clock_nets.png
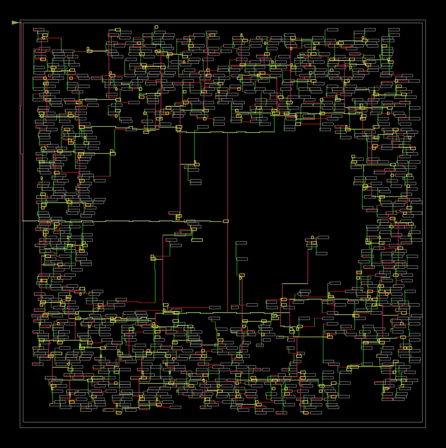
util_map.png
Scale: 1 px per micron. 20 x 21 tiles, from black (low) to pale yellow (high), 0 to 100% covered.
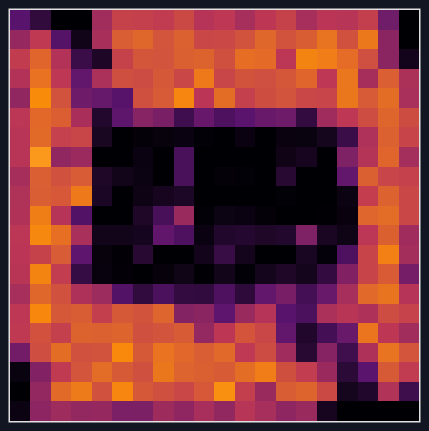
m2.png
Scale: 1 px per micron.
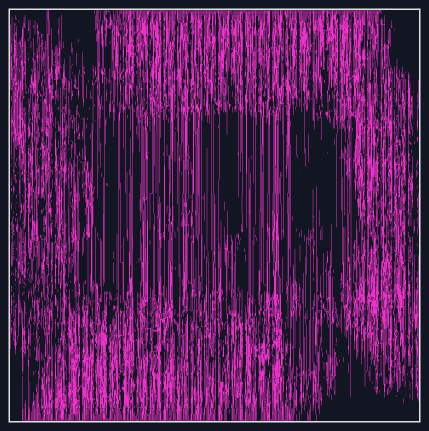
[config.mk]
export PLATFORM = sky130hd
export DESIGN_NAME = latch_dump_serializer
export DESIGN_NICKNAME = d
export VERILOG_FILES = /design/src/rtl/latch_dump_serializer.sv
export SDC_FILE = /design/constraint.sdc
export NUM_CORES = 1
export LEC_CHECK = 0
export CORE_AREA = 3 3 406 408
export CTS_BUF_LIST = sky130_fd_sc_hd__clkbuf_4 sky130_fd_sc_hd__clkbuf_8
export CTS_CLUSTER_DIAMETER = 120
export DETAILED_ROUTE_END_ITERATION = 10
export DIE_AREA = 0 0 409 411
export GPL_ROUTABILITY_DRIVEN = 0
export GPL_TIMING_DRIVEN = 0
export RECOVER_POWER = 25
export SLEW_MARGIN = 20
export SYNTH_ARGS = -nofsm -noshare
export SYNTH_HDL_FRONTEND = slang
export SYNTH_SLANG_ARGS = --single-unit
[constraint.sdc]
create_clock -name i_clk -period 18.6 [get_ports i_clk]
set_clock_uncertainty 0.15 [all_clocks]
set_input_delay 1.86 -clock i_clk [delete_from_list [all_inputs] [get_ports i_clk]]
set_output_delay 1.86 -clock i_clk [all_outputs]
set_load 0.02 [all_outputs]
[src/rtl/latch_dump_serializer.sv]
// rtl/latch_dump_serializer.sv - byte-wise dump of a captured snapshot to uart_tx, LSB byte first
// Optional READY_CHAR trailer; o_done pulses after the last byte's stop bit.
module latch_dump_serializer #(
  parameter int         MAX_BYTES  = 128,
  parameter int         CNT_WIDTH  = $clog2(MAX_BYTES + 1),
  parameter logic [7:0] READY_CHAR = 8'h52
) (
  input  logic                   i_clk,
  input  logic                   i_rst,
  input  logic                   i_start,
  input  logic [MAX_BYTES*8-1:0] i_data,
  input  logic [CNT_WIDTH-1:0]   i_num_bytes,
  input  logic                   i_append_ready,
  input  logic                   i_tx_done,
  output logic                   o_tx_start,
  output logic [7:0]             o_tx_data,
  output logic                   o_busy,
  output logic                   o_done,
  output logic [CNT_WIDTH-1:0]   o_byte_count
);

  localparam int IDX_W = (MAX_BYTES > 1) ? $clog2(MAX_BYTES) : 1;

  typedef enum logic [2:0] {
    S_IDLE, S_LOAD, S_SEND, S_WAIT, S_TRAIL, S_TWAIT, S_DONE
  } state_t;

  state_t               state_q, state_d;
  logic [7:0]           shadow [MAX_BYTES];
  logic [CNT_WIDTH-1:0] len_q;
  logic [CNT_WIDTH-1:0] count_q;
  logic [CNT_WIDTH-1:0] count_inc;
  logic [CNT_WIDTH-1:0] len_clamped;
  logic                 append_q;
  logic                 last_byte;

  assign count_inc   = count_q + CNT_WIDTH'(1);
  assign last_byte   = (count_inc == len_q);
  assign len_clamped = (i_num_bytes > CNT_WIDTH'(MAX_BYTES)) ? CNT_WIDTH'(MAX_BYTES) : i_num_bytes;
  assign o_byte_count = count_q;

  always_ff @(posedge i_clk) begin
    if (i_rst) begin
      state_q  <= S_IDLE;
      len_q    <= '0;
      count_q  <= '0;
      append_q <= 1'b0;
      for (int k = 0; k < MAX_BYTES; k++) begin
        shadow[k] <= '0;
      end
    end else begin
      state_q <= state_d;
      if (state_q == S_IDLE && i_start) begin
        for (int k = 0; k < MAX_BYTES; k++) begin
          shadow[k] <= i_data[8*k +: 8];
        end
        len_q    <= len_clamped;
        append_q <= i_append_ready;
        count_q  <= '0;
      end else if (state_q == S_WAIT && i_tx_done) begin
        count_q <= count_inc;
      end
    end
  end

  // Outputs decode from the current state only, so tx_data stays put for the whole byte.
  always_comb begin
    state_d    = state_q;
    o_tx_start = 1'b0;
    o_tx_data  = '0;
    o_done     = 1'b0;
    o_busy     = (state_q != S_IDLE);
    case (state_q)
      S_IDLE: begin
        if (i_start) state_d = S_LOAD;
      end
      S_LOAD: begin
        if (len_q == '0) state_d = append_q ? S_TRAIL : S_DONE;
        else             state_d = S_SEND;
      end
      S_SEND: begin
        o_tx_start = 1'b1;
        o_tx_data  = shadow[count_q[IDX_W-1:0]];
        state_d    = S_WAIT;
      end
      S_WAIT: begin
        o_tx_data = shadow[count_q[IDX_W-1:0]];
        if (i_tx_done) begin
          if (last_byte) state_d = append_q ? S_TRAIL : S_DONE;
          else           state_d = S_SEND;
        end
      end
      S_TRAIL: begin
        o_tx_start = 1'b1;
        o_tx_data  = READY_CHAR;
        state_d    = S_TWAIT;
      end
      S_TWAIT: begin
        o_tx_data = READY_CHAR;
        if (i_tx_done) state_d = S_DONE;
      end
      S_DONE: begin
        o_done  = 1'b1;
        state_d = S_IDLE;
      end
      default: state_d = S_IDLE;
    endcase
  end

endmodule

==> run_results.csv <==
group,metric,value,unit
flow_run,openroad.warnings,36,
critical_path,cp_slowest_cell,"clkdlybuf4s50_1",
layout,logic_gates,1759,
layout,nets,5335,
layout,non_clock_inverter_count,4,
final_timing,slew_viol_final,9,
flow_run,cap_violations,1,
synth,synth-seq-cells,1051,
layout,buffer_area_share,18.6,%
layout,buffers,1293,
routing,drc_errors,0,
routing,antenna_left,0,
power,p_per_area,95.6,nW/um^2
place,postPlaceCellArea,61200,sq um
power,powerClk,2.22,mW
status,status,"finished, violations left",
layout,syn_to_final_growth,37.3,%
layout,layout.cells.non_filler,6664,
floorplan,die-height,411,microns
layout,sh_seq_area,48.1,%
final_timing,fmax,125,MHz
power,peakVddDrop,0.0000636,V
synth,synth-cells-yosys,3033,
layout,n_fill_cell,15200,
status,violations,"max-capacitance violations, max-slew violations",
critical_path,max_stage_delay,0.77,ns
synth,syn-mean-instance-area,15.6,sq um
critical_path,cp_top_family,"buffers and inverters",
Back to the opening pictures, clock_nets.png:
clock buffer count in the final layout: 252
Num CTS Buffers: 188

Back to the opening pictures, util_map.png:
emptiest ninth of the die	middle
mean over tiles	37%
tiles over 75% full	0.50%
nearly empty tiles	14%

Back to the opening pictures, m2.png:
nets with wire on the layer	4797
share of all routed wire	49%
longest straight run	232 microns
final WL: 229000 microns
via count: 33100
M2 GR Usage: 45.0%

-- per-layer routing --
metal  vias up  track usage (%)  share of wire (%)
li1      13900                -                  -
met1     17000             33.3                 39
met2      1832             45.0                 49
met3       347             6.83                8.3
met4        38             7.69                2.7
met5         -                0               0.10
-- kinds of logic (layout without fill, tap and decap cells) --
| group | Yosys count | in the layout | synth area share [%] |
|---|---|---|---|
| XOR/XNOR | 17 | 17 | 0.314 |
| other | 0 | 37 | 0 |
| multiplexers | 348 | 348 | 13.1 |
| flip-flops | 1051 | 1051 | 66.0 |
| AND/OR/NAND/NOR | 1214 | 1214 | 15.6 |
| buffers and inverters | 223 | 1642 | 2.23 |
| adder cells (fa/ha/maj) | 1 | 1 | 0.0264 |
| AND-OR/OR-AND | 179 | 179 | 2.69 |
No activity file was given, so power comes from the tool's default toggle rates.
